## config.mk

```make
export PLATFORM = sky130hd
export DESIGN_NAME = multi_square_anim
export DESIGN_NICKNAME = d
export VERILOG_FILES = /design/src/rtl/sq_anim_pkg.sv /design/src/rtl/sq_step.sv /design/src/rtl/multi_square_anim.sv
export SDC_FILE = /design/constraint.sdc
export NUM_CORES = 1
export LEC_CHECK = 0
export CAP_MARGIN = 10
export CORE_MARGIN = 4
export CORE_UTILIZATION = 57
export DETAILED_ROUTE_END_ITERATION = 10
export PLACE_DENSITY = 0.79
export RECOVER_POWER = 25
export SLEW_MARGIN = 5
export SYNTH_ARGS = -nofsm -noshare
export SYNTH_HDL_FRONTEND = slang
export SYNTH_SLANG_ARGS = --single-unit
```

## constraint.sdc

```tcl
create_clock -name i_clk_pix -period 5.55 [get_ports i_clk_pix]
set_input_delay 1.11 -clock i_clk_pix [delete_from_list [all_inputs] [get_ports i_clk_pix]]
set_output_delay 1.11 -clock i_clk_pix [all_outputs]
set_load 0.01 [all_outputs]
```

## src/rtl/sq_anim_pkg.sv

```systemverilog
// Shared types and constants for the multi-square animator.
package sq_anim_pkg;

    // Internal coordinate width of a square position.
    localparam int SQ_W = 16;

    typedef enum logic {
        IDLE = 1'b0,
        UPD  = 1'b1
    } state_t;

    // One square: signed position plus a direction bit per axis (1 = moving negative).
    typedef struct packed {
        logic signed [SQ_W-1:0] qx;
        logic signed [SQ_W-1:0] qy;
        logic                   dx;
        logic                   dy;
    } sq_t;

    // Square colours as {r, g, b}; index 0 has the highest draw priority.
    localparam logic [23:0] PALETTE [16] = '{
        24'hFF0000, 24'h00FF00, 24'hFFFF00, 24'hFF00FF,
        24'h00FFFF, 24'hFFFFFF, 24'hFF8000, 24'h8000FF,
        24'h80FF00, 24'hFF0080, 24'h00FF80, 24'h808080,
        24'hC04000, 24'h4000C0, 24'h40C000, 24'hC0C040
    };

    localparam logic [23:0] BG_COLOUR = 24'h0080FF;

endpackage

```

## src/rtl/sq_step.sv

```systemverilog
// Combinational next position/direction of a single square for one frame step.
module sq_step
    import sq_anim_pkg::*;
#(
    parameter int H_RES = 800,
    parameter int V_RES = 600,
    parameter int SPEED = 4
) (
    input  sq_t                    cur_i,
    input  logic                   mode_i,
    input  logic signed [SQ_W-1:0] size_i,
    output sq_t                    nxt_o
);

    // One extra bit so edge compares and the speed offset never wrap.
    localparam int W = SQ_W + 1;
    localparam logic signed [W-1:0] SPD = W'(SPEED);

    logic signed [W-1:0] x, y, sz, xlim, ylim, nx, ny;

    // Raster walks x then drops a row; bounce reflects each axis at the edges.
    always_comb begin
        x     = W'($signed(cur_i.qx));
        y     = W'($signed(cur_i.qy));
        sz    = W'(size_i);
        xlim  = W'(H_RES) - sz;
        ylim  = W'(V_RES) - sz;
        nx    = x;
        ny    = y;
        nxt_o = cur_i;
        if (!mode_i) begin
            if (x >= xlim) begin
                nx = '0;
                ny = (y >= ylim) ? '0 : y + sz;
            end else begin
                nx = x + SPD;
            end
        end else begin
            nx = cur_i.dx ? x - SPD : x + SPD;
            ny = cur_i.dy ? y - SPD : y + SPD;
            if (nx > xlim) begin
                nx       = xlim;
                nxt_o.dx = 1'b1;
            end else if (nx[W-1]) begin
                nx       = '0;
                nxt_o.dx = 1'b0;
            end
            if (ny > ylim) begin
                ny       = ylim;
                nxt_o.dy = 1'b1;
            end else if (ny[W-1]) begin
                ny       = '0;
                nxt_o.dy = 1'b0;
            end
        end
        nxt_o.qx = nx[SQ_W-1:0];
        nxt_o.qy = ny[SQ_W-1:0];
    end

endmodule

```

## src/rtl/multi_square_anim.sv

```systemverilog
// Animates N_SQ coloured squares and drives registered VGA pins.
// Positions are stepped one square per cycle during blanking after each i_frame.
module multi_square_anim
    import sq_anim_pkg::*;
#(
    parameter int CORDW  = 16,
    parameter int H_RES  = 800,
    parameter int V_RES  = 600,
    parameter int N_SQ   = 4,
    parameter int SIZE_S = 32,
    parameter int SIZE_L = 64,
    parameter int SPEED  = 4
) (
    input  logic                    i_clk_pix,
    input  logic                    i_rst_n,
    input  logic signed [CORDW-1:0] i_sx,
    input  logic signed [CORDW-1:0] i_sy,
    input  logic                    i_hsync,
    input  logic                    i_vsync,
    input  logic                    i_de,
    input  logic                    i_frame,
    input  logic                    i_mode,
    input  logic                    i_size_sel,
    input  logic                    i_pause,
    output logic                    vga_hsync,
    output logic                    vga_vsync,
    output logic                    vga_blank_n,
    output logic                    vga_sync_n,
    output logic [7:0]              vga_r,
    output logic [7:0]              vga_g,
    output logic [7:0]              vga_b,
    output logic                    o_busy,
    output logic                    o_overrun,
    output logic [4:0]              qx_hex,
    output logic [4:0]              qy_hex,
    output state_t                  o_state
);

    localparam int IDXW = (N_SQ > 1) ? $clog2(N_SQ) : 1;
    localparam int W    = CORDW + 1;
    localparam logic [IDXW-1:0] IDX_LAST = IDXW'(N_SQ - 1);

    state_t                 state_q, state_d;
    logic [IDXW-1:0]        idx_q, idx_d;
    logic signed [SQ_W-1:0] size_q, size_d;
    logic                   mode_q, mode_d;
    logic                   overrun_q, overrun_d;
    sq_t                    sq_q [N_SQ];
    sq_t                    step_cur, step_nxt;

    logic                   hsync_q, vsync_q, blank_n_q;
    logic [23:0]            rgb_q, colour;

    // Updater control registers.
    always_ff @(posedge i_clk_pix) begin
        if (!i_rst_n) begin
            state_q   <= IDLE;
            idx_q     <= '0;
            size_q    <= SQ_W'(SIZE_S);
            mode_q    <= 1'b0;
            overrun_q <= 1'b0;
        end else begin
            state_q   <= state_d;
            idx_q     <= idx_d;
            size_q    <= size_d;
            mode_q    <= mode_d;
            overrun_q <= overrun_d;
        end
    end

    // Frame pulse latches size/mode and starts the sweep unless paused; a pulse mid-sweep is dropped.
    always_comb begin
        state_d   = state_q;
        idx_d     = idx_q;
        size_d    = size_q;
        mode_d    = mode_q;
        overrun_d = 1'b0;
        case (state_q)
            IDLE: begin
                if (i_frame) begin
                    size_d = i_size_sel ? SQ_W'(SIZE_L) : SQ_W'(SIZE_S);
                    mode_d = i_mode;
                    idx_d  = '0;
                    if (!i_pause) state_d = UPD;
                end
            end
            UPD: begin
                if (i_frame) overrun_d = 1'b1;
                if (idx_q == IDX_LAST) begin
                    state_d = IDLE;
                    idx_d   = '0;
                end else begin
                    idx_d = idx_q + 1'b1;
                end
            end
            default: state_d = IDLE;
        endcase
    end

    assign step_cur = sq_q[idx_q];

    sq_step #(
        .H_RES (H_RES),
        .V_RES (V_RES),
        .SPEED (SPEED)
    ) u_step (
        .cur_i  (step_cur),
        .mode_i (mode_q),
        .size_i (size_q),
        .nxt_o  (step_nxt)
    );

    // Square state: diagonal start layout on reset, one square written per UPD cycle.
    always_ff @(posedge i_clk_pix) begin
        if (!i_rst_n) begin
            for (int i = 0; i < N_SQ; i++) begin
                sq_q[i].qx <= SQ_W'(i * SIZE_L);
                sq_q[i].qy <= SQ_W'(i * SIZE_L);
                sq_q[i].dx <= 1'b0;
                sq_q[i].dy <= 1'b0;
            end
        end else if (state_q == UPD) begin
            sq_q[idx_q] <= step_nxt;
        end
    end

    // Pixel colour: scan from highest index down so the lowest hit index is left standing.
    always_comb begin
        logic signed [W-1:0] sx_e, sy_e, qx_e, qy_e, sz_e;
        colour = BG_COLOUR;
        sx_e   = W'(i_sx);
        sy_e   = W'(i_sy);
        sz_e   = W'(size_q);
        for (int i = N_SQ - 1; i >= 0; i--) begin
            qx_e = W'($signed(sq_q[i].qx));
            qy_e = W'($signed(sq_q[i].qy));
            if (sx_e >= qx_e && sx_e < qx_e + sz_e && sy_e >= qy_e && sy_e < qy_e + sz_e)
                colour = PALETTE[i];
        end
    end

    // VGA pin registers: everything lags the timing inputs by one pixel clock.
    always_ff @(posedge i_clk_pix) begin
        if (!i_rst_n) begin
            hsync_q   <= 1'b0;
            vsync_q   <= 1'b0;
            blank_n_q <= 1'b0;
            rgb_q     <= '0;
        end else begin
            hsync_q   <= i_hsync;
            vsync_q   <= i_vsync;
            blank_n_q <= i_de;
            rgb_q     <= i_de ? colour : '0;
        end
    end

    assign vga_hsync   = hsync_q;
    assign vga_vsync   = vsync_q;
    assign vga_blank_n = blank_n_q;
    assign vga_sync_n  = 1'b1;
    assign vga_r       = rgb_q[23:16];
    assign vga_g       = rgb_q[15:8];
    assign vga_b       = rgb_q[7:0];
    assign o_busy      = (state_q == UPD);
    assign o_overrun   = overrun_q;
    assign o_state     = state_q;
    assign qx_hex      = sq_q[0].qx[10:6];
    assign qy_hex      = sq_q[0].qy[10:6];

endmodule
```

**Cell classes on the final placement**

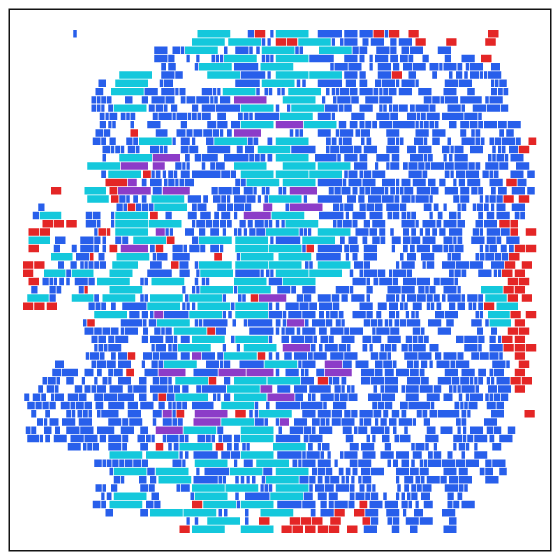
- red: other buffers and delay cells (cells 113; share of their area 5.9%)
- cyan: flip-flops (cells 152; share of their area 25%)
- purple: clock drivers and dummy loads (cells 32; share of their area 3.7%)
- blue: all other logic (cells 1560; share of their area 65%)
design area: 0.0182 sq mm
fraction of area in registers: 24.2%
utilization after layout: 64.8%

==> results_dict.tcl <==
# place-and-route summary
set metrics [dict create \
    layout-drive-gt1-share_pct 7.11 \
    first_global_vias 14357 \
    ant_nets 0 \
    drt_iter0_drc 1399 \
    cts_max_level 4 \
    area_growth_pct 10.8 \
    yosys_warnings 0 \
    tns_ps 0 \
    whs_ps 611 \
    chip_area_sq_mm 0.0316 \
    ff_type "edfxtp_1" \
    synthArstFlopShare_pct 0 \
    powerDensity_mw_per_mm2 211 \
    slew_violations 91 \
    max_freq_ghz 0.188 \
    antenna_found_initial 0 \
    overflow 0 \
    dieWidth_um 178 \
    port_buffers 80 \
    most_common_cell "ha_1" \
    dr.pass1.iters 5 \
    yosysTopAreaCellShare_pct 24.8 \
    finalCritPeriodShare_pct 96.1 \
    syn-instance-count 1794 \
    violations "max-capacitance violations, max-slew violations" \
    crit_type "reg -> reg" \
    status "finished, violations left" \
    comb_area_sq_mm 0.0109 \
    drc 0 \
    cap_violations 3 \
    synthesis.nets 2127 \
    num_rows 61 \
    worst_slew_pin_slew_ps 2330 \
    max_stage_delay_ps 570 \
    yosys_cells 1794 \
    die_h_um 178 \
]
**The clock network**

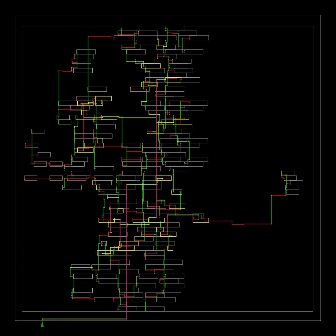
Max Clock Skew: 13.2 ps
P_clk: 1300 uW
cts bufs inserted: 17
clk_lat worst skew: 440 ps

==> registers in the layout (all words and copies together) (netlist names), 2 cells and up, named ones only <==
signal and flops:
rgb_q 4, sq_q 136, idx_q 2, size_q 2
==> area by class of cell <==
type                            instances  share of cell area, %
Inverter                              183                   3.77
Tap cell                              378                   2.60
Timing Repair Buffer                  113                   5.76
Multi-Input combinational cell       1377                   60.0
Sequential cell                       152                   24.2
Clock buffer                           17                   2.34
Clock inverter                         15                   1.30
==> layer usage <==
layer	GRT usage (%)	part of all wire, %	vias to the layer above
met5	0	0	-
met4	11.5	4.0	0
met3	8.61	13	168
met2	49.4	44	866
met1	40.5	39	6875
li1	-	-	6677
==> critical path, delay by kind of cell (launching register included) <==
family | cells | cell delay [ps]
multiplexers | 1 | 570
AND-OR/OR-AND | 6 | 1360
AND/OR/NAND/NOR | 5 | 1280
XOR/XNOR | 1 | 170
flip-flops | 1 | 440
adder cells (fa/ha/maj) | 2 | 790
buffers and inverters | 2 | 400
==> per-stage QoR <==
stage / setup slack (ps) / instances / instance area [sq um] / utilization (%) / total power (uW)
2_1_floorplan: 37.2 / 1794 / 16400 / - / 2160
3_3_place_gp: 309 / 2200 / 17500 / 62.3 / 2480
3_5_place_dp: 200 / 2200 / 17500 / 62.3 / 2520
4_1_cts: 132 / 2232 / 18200 / 64.6 / 3800
5_1_grt: 7.86 / 2235 / 18200 / 64.8 / 4020
6_report: 217 / 2235 / 18200 / 64.8 / 3840
==> logic make-up (layout without fill, tap and decap cells) <==
kind of cell,after synthesis,after routing,share of synthesized area (%)
AOI/OAI and AO/OA,326,326,13.5
DFF,152,152,26.8
and+or+nand+nor,594,594,18.2
buffers and inverters,265,328,7.02
xor gates and xnor gates,108,108,5.75
other,1,1,0.0228
muxes,56,56,6.05
adders and majority gates,292,292,22.7
==> power by group <==
part           total (uW)  internal, uW  switching (uW)
Sequential           1360          1290            67.4
Combinational        1180           478             700
Clock                1300           774             526
Total                3840          2550            1290
==> layout by cell type (no fill, tap or decap), drive strengths merged, types with 28 or more instances in the layout <==
cell	instances
dlygate4sd3	41
inv	187
buf	30
xnor2	97
a21o	62
clkdlybuf4s50	39
nor2b	28
nand2	108
ha	282
nand3	81
a21oi	74
o21ai	56
mux4	34
nor2	164
edfxtp	136
nor3	39
nand4	59
==> path summary, 6_finish.rpt <==
check / endpoint / slack, ps / cells after the start
worst max-delay path: sq_q[2][10] / 220 / 17
worst min-delay path: register / 610 / 2
worst max register to register: sq_q[2][10] / 220 / 17
worst min register to register: register / 610 / 2
==> what timing repair did <==
action                                  4_1_cts  5_1_grt
resized                                       0        7
endpoints found under the setup margin        0       44
setup buffers                                 0        3
hold buffers                                  0        0
Power figures rest on the tool's default switching activity, not on a simulated workload.
